### Clock distribution, run 1

Scale bar: 20 um.
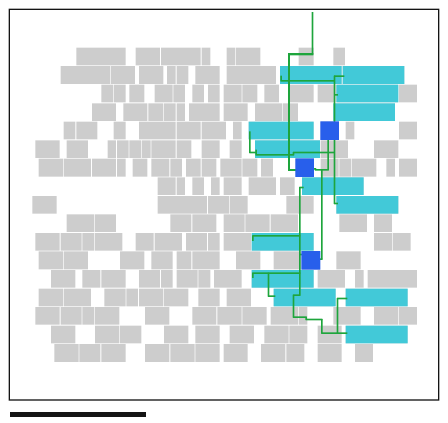
### Clock wiring as the flow saved it, run 1

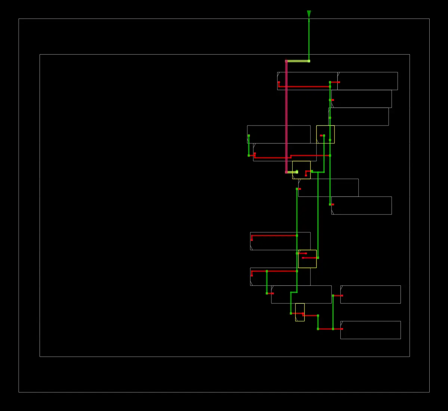
### Register map, names as in the netlist, run 1

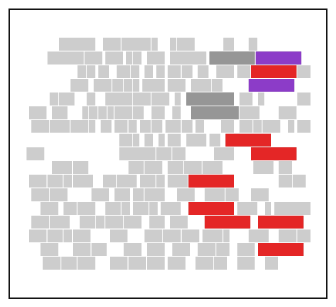
### Wiring by layer, run 1

Scale bar: 20 um.
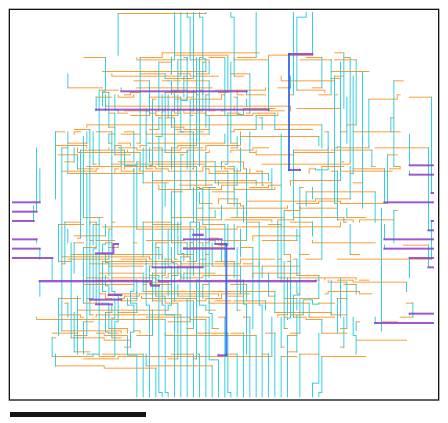
===== src/rtl/stream_mux_pkg.sv =====
// Shared types and constants for the stream_mux_rr channel multiplexer.
// Stats helpers are used only when STREAM_MUX_STATS_EN is defined.
package stream_mux_pkg;

    typedef enum logic {
        MODE_FIXED = 1'b0,
        MODE_RR    = 1'b1
    } mode_e;

    localparam int STATS_CNT_W = 16;
    localparam logic [STATS_CNT_W-1:0] STATS_CNT_MAX = 16'hFFFF;

    // Saturating increment for the per-channel grant counters
    function automatic logic [STATS_CNT_W-1:0] sat_inc(input logic [STATS_CNT_W-1:0] v);
        return (v == STATS_CNT_MAX) ? v : v + 16'd1;
    endfunction

endpackage


===== src/rtl/stream_mux_rr_if.sv =====
// Handshake bundle between upstream channels, the mux and the downstream sink.
// The slave modport is the mux side; the master modport drives it.
interface stream_mux_rr_if #(
    parameter int N_CH  = 4,
    parameter int WIDTH = 8
);
    localparam int SEL_W = $clog2(N_CH);

    logic [N_CH*WIDTH-1:0] in_data;
    logic [N_CH-1:0]       in_valid;
    logic [N_CH-1:0]       in_ready;
    logic                  mode;
    logic [SEL_W-1:0]      sel;
    logic [WIDTH-1:0]      out_data;
    logic                  out_valid;
    logic                  out_ready;
    logic [SEL_W-1:0]      out_ch;

    modport slave (
        input  in_data, in_valid, mode, sel, out_ready,
        output in_ready, out_data, out_valid, out_ch
    );

    modport master (
        output in_data, in_valid, mode, sel, out_ready,
        input  in_ready, out_data, out_valid, out_ch
    );

endinterface


===== src/rtl/stream_mux_rr_arbiter.sv =====
// Rotating-priority arbiter: searches from ptr+1 cyclically and owns the
// pointer register, which is loaded with the winner on each update strobe.
module rr_arbiter #(
    parameter  int N     = 4,
    localparam int IDX_W = $clog2(N)
) (
    input  logic             clk,
    input  logic             rst_n,
    input  logic [N-1:0]     req,
    input  logic             upd,
    output logic             grant_valid,
    output logic [IDX_W-1:0] grant_idx
);

    logic [IDX_W-1:0] r_ptr;

    // Cyclic search; descending k so the nearest request after r_ptr wins
    always_comb begin
        int c;
        c           = 0;
        grant_valid = 1'b0;
        grant_idx   = '0;
        for (int k = N; k >= 1; k--) begin
            c = int'(r_ptr) + k;
            c = (c >= N) ? c - N : c;
            if (req[c]) begin
                grant_valid = 1'b1;
                grant_idx   = IDX_W'(c);
            end else begin
                grant_valid = grant_valid;
                grant_idx   = grant_idx;
            end
        end
    end

    // Pointer reset to the last channel so channel 0 is served first
    always_ff @(posedge clk or negedge rst_n) begin
        if (!rst_n) begin
            r_ptr <= IDX_W'(N - 1);
        end else if (upd) begin
            r_ptr <= grant_idx;
        end else begin
            r_ptr <= r_ptr;
        end
    end

endmodule


===== src/rtl/stream_mux_rr.sv =====
// N-channel valid/ready mux with fixed or round-robin selection and a
// single-entry registered output stage. Optional stats: STREAM_MUX_STATS_EN.
module stream_mux_rr
    import stream_mux_pkg::*;
#(
    parameter int N_CH  = 4,
    parameter int WIDTH = 8
) (
    input  logic                        clk,
    input  logic                        rst_n,
    stream_mux_rr_if.slave              bus
`ifdef STREAM_MUX_STATS_EN
    ,
    input  logic                        stats_clr,
    output logic [N_CH*STATS_CNT_W-1:0] grant_cnt
`endif
);

    localparam int SEL_W = $clog2(N_CH);

    logic             w_can_accept;
    logic             w_fix_valid;
    logic             w_arb_valid;
    logic [SEL_W-1:0] w_arb_idx;
    logic             w_gnt_valid;
    logic [SEL_W-1:0] w_gnt_idx;
    logic             w_xfer;
    logic             w_rr_mode;
    logic [N_CH-1:0]  w_in_ready;
    logic [WIDTH-1:0] w_gnt_data;

    logic             r_out_valid;
    logic [WIDTH-1:0] r_out_data;
    logic [SEL_W-1:0] r_out_ch;

    rr_arbiter #(.N(N_CH)) u_arb (
        .clk         (clk),
        .rst_n       (rst_n),
        .req         (bus.in_valid),
        .upd         (w_xfer && w_rr_mode),
        .grant_valid (w_arb_valid),
        .grant_idx   (w_arb_idx)
    );

    // Fixed-mode grant: out-of-range sel matches no channel and never grants
    always_comb begin
        w_fix_valid = 1'b0;
        for (int i = 0; i < N_CH; i++) begin
            w_fix_valid = (bus.sel == SEL_W'(i)) ? bus.in_valid[i] : w_fix_valid;
        end
    end

    // Grant source select, handshake and winning data mux
    always_comb begin
        w_rr_mode    = (mode_e'(bus.mode) == MODE_RR);
        w_can_accept = !r_out_valid || bus.out_ready;
        if (w_rr_mode) begin
            w_gnt_valid = w_arb_valid;
            w_gnt_idx   = w_arb_idx;
        end else begin
            w_gnt_valid = w_fix_valid;
            w_gnt_idx   = bus.sel;
        end
        w_xfer     = w_gnt_valid && w_can_accept;
        w_in_ready = '0;
        w_gnt_data = '0;
        for (int i = 0; i < N_CH; i++) begin
            w_in_ready[i] = w_xfer && (w_gnt_idx == SEL_W'(i));
            w_gnt_data    = (w_gnt_idx == SEL_W'(i)) ? bus.in_data[i*WIDTH +: WIDTH] : w_gnt_data;
        end
    end

    // Output stage: reload on transfer, empty on a pop with nothing behind it
    always_ff @(posedge clk or negedge rst_n) begin
        if (!rst_n) begin
            r_out_valid <= 1'b0;
            r_out_data  <= '0;
            r_out_ch    <= '0;
        end else if (w_xfer) begin
            r_out_valid <= 1'b1;
            r_out_data  <= w_gnt_data;
            r_out_ch    <= w_gnt_idx;
        end else if (bus.out_ready) begin
            r_out_valid <= 1'b0;
            r_out_data  <= r_out_data;
            r_out_ch    <= r_out_ch;
        end else begin
            r_out_valid <= r_out_valid;
            r_out_data  <= r_out_data;
            r_out_ch    <= r_out_ch;
        end
    end

    assign bus.in_ready  = w_in_ready;
    assign bus.out_valid = r_out_valid;
    assign bus.out_data  = r_out_data;
    assign bus.out_ch    = r_out_ch;

`ifdef STREAM_MUX_STATS_EN
    logic [STATS_CNT_W-1:0] r_cnt [N_CH];

    // Per-channel accepted-transfer counters; clear beats increment
    always_ff @(posedge clk or negedge rst_n) begin
        if (!rst_n) begin
            for (int i = 0; i < N_CH; i++) r_cnt[i] <= '0;
        end else if (stats_clr) begin
            for (int i = 0; i < N_CH; i++) r_cnt[i] <= '0;
        end else begin
            for (int i = 0; i < N_CH; i++) begin
                r_cnt[i] <= w_in_ready[i] ? sat_inc(r_cnt[i]) : r_cnt[i];
            end
        end
    end

    // Flatten counters onto the packed output bus
    always_comb begin
        grant_cnt = '0;
        for (int i = 0; i < N_CH; i++) begin
            grant_cnt[i*STATS_CNT_W +: STATS_CNT_W] = r_cnt[i];
        end
    end
`endif

endmodule


===== src/flat_wrapper.sv =====
// flat-port wrapper written by rule: the top's interface ports become plain ports
module stream_mux_rr_flat import stream_mux_pkg::*;
#(
    parameter int N_CH  = 4,
    parameter int WIDTH = 8
)
  (clk, rst_n, bus_in_data, bus_in_valid, bus_mode, bus_sel, bus_out_ready, bus_in_ready, bus_out_data, bus_out_valid, bus_out_ch);
  stream_mux_rr_if #(.N_CH(N_CH), .WIDTH(WIDTH)) bus_i ();
  input  logic clk;
  input  logic rst_n;
  input wire logic [$bits(bus_i.in_data)-1:0] bus_in_data;
  input wire logic [$bits(bus_i.in_valid)-1:0] bus_in_valid;
  input wire logic [$bits(bus_i.mode)-1:0] bus_mode;
  input wire logic [$bits(bus_i.sel)-1:0] bus_sel;
  input wire logic [$bits(bus_i.out_ready)-1:0] bus_out_ready;
  output wire logic [$bits(bus_i.in_ready)-1:0] bus_in_ready;
  output wire logic [$bits(bus_i.out_data)-1:0] bus_out_data;
  output wire logic [$bits(bus_i.out_valid)-1:0] bus_out_valid;
  output wire logic [$bits(bus_i.out_ch)-1:0] bus_out_ch;
  assign bus_i.in_data = bus_in_data;
  assign bus_i.in_valid = bus_in_valid;
  assign bus_i.mode = bus_mode;
  assign bus_i.sel = bus_sel;
  assign bus_i.out_ready = bus_out_ready;
  assign bus_in_ready = bus_i.in_ready;
  assign bus_out_data = bus_i.out_data;
  assign bus_out_valid = bus_i.out_valid;
  assign bus_out_ch = bus_i.out_ch;
  stream_mux_rr #(.N_CH(N_CH), .WIDTH(WIDTH)) u_core (.clk(clk), .rst_n(rst_n), .bus(bus_i));
endmodule

===== config.mk =====
export PLATFORM = sky130hd
export DESIGN_NAME = stream_mux_rr_flat
export DESIGN_NICKNAME = d
export VERILOG_FILES = /design/src/rtl/stream_mux_pkg.sv /design/src/rtl/stream_mux_rr_if.sv /design/src/rtl/stream_mux_rr_arbiter.sv /design/src/rtl/stream_mux_rr.sv /design/src/flat_wrapper.sv
export SDC_FILE = /design/constraint.sdc
export NUM_CORES = 1
export LEC_CHECK = 0
export CAP_MARGIN = 20
export CORE_ASPECT_RATIO = 0.9
export CORE_MARGIN = 3
export CORE_UTILIZATION = 40
export DETAILED_ROUTE_END_ITERATION = 7
export GPL_ROUTABILITY_DRIVEN = 0
export PLACE_DENSITY = 0.79
export REMOVE_ABC_BUFFERS = 1
export SLEW_MARGIN = 20
export SYNTH_ARGS = -nofsm -noshare
export SYNTH_HDL_FRONTEND = slang
export SYNTH_SLANG_ARGS = --single-unit

===== constraint.sdc =====
create_clock -name clk -period 2.6 [get_ports clk]
set_clock_uncertainty 0.05 [all_clocks]
set_input_delay 0.26 -clock clk [delete_from_list [all_inputs] [get_ports clk]]
set_output_delay 0.26 -clock clk [all_outputs]
set_load 0.1 [all_outputs]

==> results.yml, run 1 <==
# implementation run metrics
finish:
  fin_nets: 227
  antenna_cells: 0
yosys:
  ys_warn_count: 0
  synthTopCellsByCount: "dfrtp_1, mux2i_1"
  yosys.area.top_type_share: 0.237
  synth_cells: 123
  synthArstFlopShare: 1.00
  ys_chip_area_sq_um: 1160
sta:
  rsz0062_at_grt: "yes"
  slew_violations: 0
  timing.final.crit_share: 0.961
  max_slew_margin: 0.600
  tightest_slew_ps: 600
routing:
  ant_nets: 0
  wl_per_cell_um: 17.3
  dr_total_vias: 1297
  drc: 0
worst_setup_path:
  cp.required_ps: 2290
  cp_slowest_stage_delay_ps: 510
  r2r_slack_ps: 430
  crit_top_cell: "o21ai_1"
  worstSetupPathType: "in -> out"
  crit_path_top_delay_cell: "clkdlybuf4s50_1"
floorplanning:
  initCoreUtil: 0.444
  die_h_um: 57.1
pwr:
  power_density_nw_per_um2: 810
  leakage_nw: 0.708
hold_path:
  worstHoldPathType: "in -> async"
grt:
  grtUsageTotal: 0.218
  grt_pass1_wl_um: 6300
outcome:
  status: "finished, final reports clean"
clock_network:
  cts_tree: "done"
-- 'Clock distribution' (at the start) --
legend:
  blue:
    item: cells driving clock nets
    count: 3
  cyan:
    item: flip-flops
    count: 13
  green:
    item: clock wires
    length: 157 um
routed clock nets: 4
Clock power frac: 0.082
clk pwr: 0.000122 W

-- 'Clock wiring as the flow saved it' (at the start) --
flop count: 13
CLK BUF: 4
Worst-Skew Late Latency: 260 ps

-- 'Register map, names as in the netlist' (at the start) --
legend:
  red:
    name_in_the_netlist: `u_core.bus.out_data`
    flops: 8
  purple:
    name_in_the_netlist: `u_core.bus.out_ch`
    flops: 2
not colored: 3
sequential group power: 0.000329 W
FF+latch area: 328 sq um
Seq/total area: 0.178

-- 'Wiring by layer' (at the start) --
legend:
  blue:
    layer: met4
    wire_length: 33.3 um
  cyan:
    layer: met2
    wire_length: 1,940 um
  purple:
    layer: met3
    wire_length: 197 um
  orange:
    layer: met1
    wire_length: 1,680 um

run 1: worst max-delay path, delay by kind of cell:
family,cells,cell delay (ps)
buf+inv,3,970
compound gates,4,810
simple gates,2,130
run 1: stage by stage:
step                      setup WS [ps]   util  hold slack (ps)  cells  setup TNS [ps]
after floorplan                   -1620      -            -85.6    115           -3660
after global placement              118  0.681              466    216               0
after detailed placement           80.6  0.681              471    216               0
after CTS                          6.29  0.692              310    220               0
after global routing              -31.0  0.703              344    222           -31.0
final                               103  0.703              291    222               0
run 1: flip-flops by register name (all words and copies together), names as in the netlist:
name,count
u_core.bus.out_valid,1
u_core.bus.out_data,8
u_core.u_arb.r_ptr,2
u_core.bus.out_ch,2
run 1: layout by cell type, fill, tap and decap left out, types with 4 or more instances in the layout:
master	netlist	routed
o221ai_1	8	8
nand2b_1	4	4
o21ai_1	5	5
a21oi_1	7	7
clkdlybuf4s50_1	0	41
mux2i_1	11	11
nor2_1	8	8
mux2_1	8	8
buf_4	3	19
o21ai_0	8	8
dfrtp_1	11	11
buf_12	0	5
o221a_1	8	8
o2111ai_1	8	8
run 1: routing by layer:
metal	track usage	vias up	share of wire
met4	0.0660	0	0.0086
li1	-	620	-
met5	0	-	0
met3	0.0197	4	0.051
met2	0.377	48	0.50
met1	0.289	625	0.44
run 1: report_power, final:
part	switching (W)	leakage, nW	total [W]	internal, W
sequential	0.0000526	0.144	0.000329	0.000276
combinational	0.000688	0.549	0.00104	0.000352
clock	0.0000625	0.0150	0.000122	0.0000593
run 1: layout make-up:
| class | instances | area, sq um |
|---|---|---|
| flip-flops and latches | 13 | 328 |
| clock buffers | 4 | 26.3 |
| fillers | 212 | 776 |
| well taps | 38 | 47.5 |
| inverters | 4 | 15.0 |
| multi-input cells | 98 | 771 |
| repair buffers | 65 | 653 |
run 1: cell families (layout without fill, tap and decap cells):
kind of cell | count (synthesis) | after routing | share of synthesized area
multiplexers | 20 | 20 | 0.182
AND-OR/OR-AND | 51 | 51 | 0.346
AND/OR/NAND/NOR | 27 | 27 | 0.122
flip-flops | 13 | 13 | 0.282
buffers and inverters | 12 | 73 | 0.0689
run 1: final timing paths:
kind | from | end | cells past startpoint
setup reg to reg | u_core.u_arb.r_ptr[0]$_DFFE_PN1P_ | u_core.bus.out_data[2]$_DFFE_PN0N_ | 8
min in group clk | u_core.u_arb.r_ptr[0]$_DFFE_PN1P_ | u_core.u_arb.r_ptr[0]$_DFFE_PN1P_ | 2
hold reg to reg | u_core.u_arb.r_ptr[0]$_DFFE_PN1P_ | u_core.u_arb.r_ptr[0]$_DFFE_PN1P_ | 2
setup / recovery | bus_in_valid[1] | bus_in_ready[0] | 9
hold / removal | rst_n | u_core.bus.out_data[7]$_DFFE_PN0N_ | 1
max in group asynchronous | rst_n | u_core.u_arb.r_ptr[0]$_DFFE_PN1P_ | 1
run 1: timing repair:
action,in CTS,in global routing
gates resized,0,3
setup buffers,0,2
endpoints found under the setup margin,0,4
hold buffers,0,0
### Pin placement, run 1

Pins as bars across the die edge, other pins in gray.
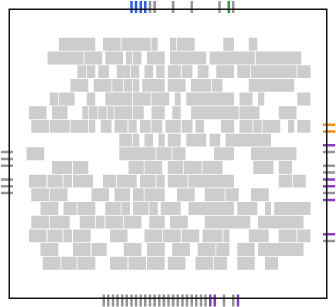

==> run 2: changes to the inputs <==
--- a/config.mk
+++ b/config.mk
@@ -7,7 +7,7 @@
 export LEC_CHECK = 0
 export CAP_MARGIN = 20
 export CORE_ASPECT_RATIO = 0.9
-export CORE_MARGIN = 3
+export CORE_MARGIN = 4
 export CORE_UTILIZATION = 40
 export DETAILED_ROUTE_END_ITERATION = 7
 export GPL_ROUTABILITY_DRIVEN = 0
### Pin placement, run 2

Pins as bars across the die edge, other pins in gray.
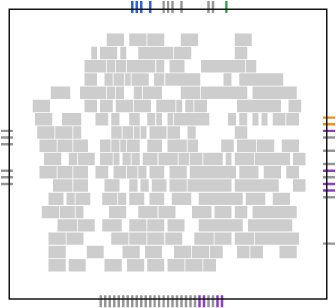
legend:
  orange:
    port: `bus_out_ch`
    pins: 2
    direction: output
    edge: right
  green:
    port: `bus_out_valid`
    pins: 1
    direction: output
    edge: top
  purple:
    port: `bus_out_data`
    pins: 8
    direction: output
    edge: 4 right, 4 bottom
  blue:
    port: `bus_in_valid`
    pins: 4
    direction: input
    edge: top
all pins by edge: 28 bottom, 12 right, 11 top, 6 left
Chip Width: 64.8 um
chip height: 59.1 um
number of buffers added on ports: 56

### Register map, names as in the netlist, run 2

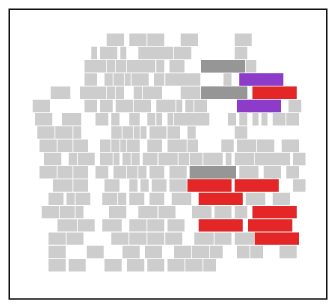
legend:
  red:
    name_in_the_netlist: `u_core.bus.out_data`
    flops: 8
  purple:
    name_in_the_netlist: `u_core.bus.out_ch`
    flops: 2
not colored: 3

### Clock distribution, run 2

Scale bar: 20 um.
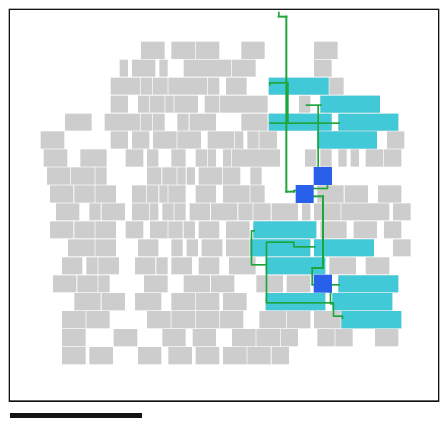
legend:
  green:
    item: clock wires
    length: 131 um
  cyan:
    item: flip-flops
    count: 13
  blue:
    item: cells driving clock nets
    count: 3
routed clock nets: 4

==> results.yml, run 2 <==
# implementation run metrics
pwr:
  power_density_nw_per_um2: 803
  leakage_nw: 0.708
place:
  pre_cts_slack_ps: 130
worst_setup_path:
  endpoint: "bus_in_ready[1]"
  cp_slowest_stage_delay_ps: 580
  crit_path_top_delay_cell: "clkdlybuf4s50_1"
  reg2regPathDepth: 7
  crit_top_cell: "a21oi_1"
  r2r_slack_ps: 480
  cp.required_ps: 2290
  r2r-end: "u_core.bus.out_data[1]$_DFFE_PN0N_"
sta:
  max_slew_margin: 0.590
  timing.final.crit_share: 0.965
  slew_violations: 0
  tightest_slew_ps: 613
  setup_slack_ps: 91.2
routing:
  dr_total_vias: 1324
  wl_per_cell_um: 16.8
  ant_nets: 0
finish:
  largest_reg_flops: 8
  fin_nets: 227
  lay_top_count: "clkdlybuf4s50_1"
  antenna_cells: 0
  layout_top_cells: "clkdlybuf4s50_1, buf_4, mux2i_1, dfrtp_1"
  fillers: 233
  utilization: 0.665
yosys:
  ys_warn_count: 0
  synth_cells: 123
  synthTopCellsByCount: "dfrtp_1, mux2i_1"
  yosys.area.top_type_share: 0.237
  ys_chip_area_sq_um: 1160
grt:
  grtUsageTotal: 0.199
  grt_pass1_wl_um: 6020
clock_network:
  clkLatencyLatePin_ps: 270
  cts_tree: "done"
  holdBufCountCts: 0
hold_path:
  worstHoldPathType: "in -> async"
outcome:
  status: "finished, final reports clean"
run 2: cell count changes in the layout (fill, tap and decap cells not counted):
cell,previous run,this run
clkinv_2,0,1
buf_4,19,20
clkbuf_1,1,0
nor2_2,2,0
nor2_4,0,2
buf_12,5,4
run 2: repair_timing:
item / CTS / global route
hold endpoints to repair: 0 / 0
endpoints found under the setup margin: 0 / 4
buffers inserted: 0 / 2
resized: 0 / 5
run 2: cell families (layout without fill, tap and decap cells):
logic type | count (synthesis) | count (layout) | synth area share
and+or+nand+nor | 27 | 27 | 0.122
buffers and inverters | 12 | 73 | 0.0689
muxes | 20 | 20 | 0.182
DFF | 13 | 13 | 0.282
AOI/OAI and AO/OA | 51 | 51 | 0.346
run 2: routing by layer:
| metal | share of wire | vias to the layer above | track usage |
|---|---|---|---|
| li1 | - | 618 | - |
| met1 | 0.41 | 650 | 0.255 |
| met2 | 0.50 | 48 | 0.354 |
| met3 | 0.066 | 8 | 0.0190 |
| met4 | 0.017 | 0 | 0.0633 |
| met5 | 0 | - | 0 |
run 2: worst min path at each step:
| stage | depth (start not counted) | endpoint | slack (ps) | from |
|---|---|---|---|---|
| finish | 1 | u_core.bus.out_data[7]$_DFFE_PN0N_ | 290 | rst_n |
| global route | 1 | u_core.bus.out_data[7]$_DFFE_PN0N_ | 330 | rst_n |
| CTS | 1 | u_core.bus.out_data[7]$_DFFE_PN0N_ | 310 | rst_n |
| detailed placement | 2 | u_core.bus.out_ch[1]$_DFFE_PN0N_ | 470 | u_core.bus.out_ch[1]$_DFFE_PN0N_ |
| global placement | 2 | u_core.bus.out_ch[0]$_DFFE_PN0N_ | 470 | u_core.bus.out_ch[0]$_DFFE_PN0N_ |
| floorplan | 0 | u_core.bus.out_ch[0]$_DFFE_PN0N_ | -90 | rst_n |
run 2: layout make-up:
class | instances | area [sq um] | share of cell area
clock inverter | 1 | 5.00 | 0.00272
timing repair buffer | 65 | 641 | 0.348
sequential | 13 | 328 | 0.178
tap | 40 | 50.0 | 0.0272
multi-input combinational | 98 | 781 | 0.424
clock buffer | 3 | 22.5 | 0.0122
inverter | 4 | 15.0 | 0.00815
run 2: where the power goes:
group	internal [W]	switching (W)	total, W
Combinational	0.000338	0.000687	0.00103
Sequential	0.000276	0.0000588	0.000335
Clock	0.0000569	0.0000613	0.000118
Total	0.000671	0.000808	0.00148
run 2: metrics by stage:
stage	hold slack (ps)	cells	area [sq um]	setup TNS, ps	power (W)
6_report	294	224	1840	0	0.00148
5_1_grt	332	224	1840	-1.31	0.00154
4_1_cts	307	222	1800	0	0.00144
3_5_place_dp	471	218	1770	0	0.00133
3_3_place_gp	468	218	1770	0	0.00131
2_1_floorplan	-85.6	115	1100	-3660	0.00102
run 2: worst max-delay path, delay by kind of cell:
family,cells,cell delay (ps)
AOI/OAI and AO/OA,3,440
buffers and inverters,2,810
and+or+nand+nor,3,690
Power figures rest on the tool's default switching activity, not on a simulated workload.
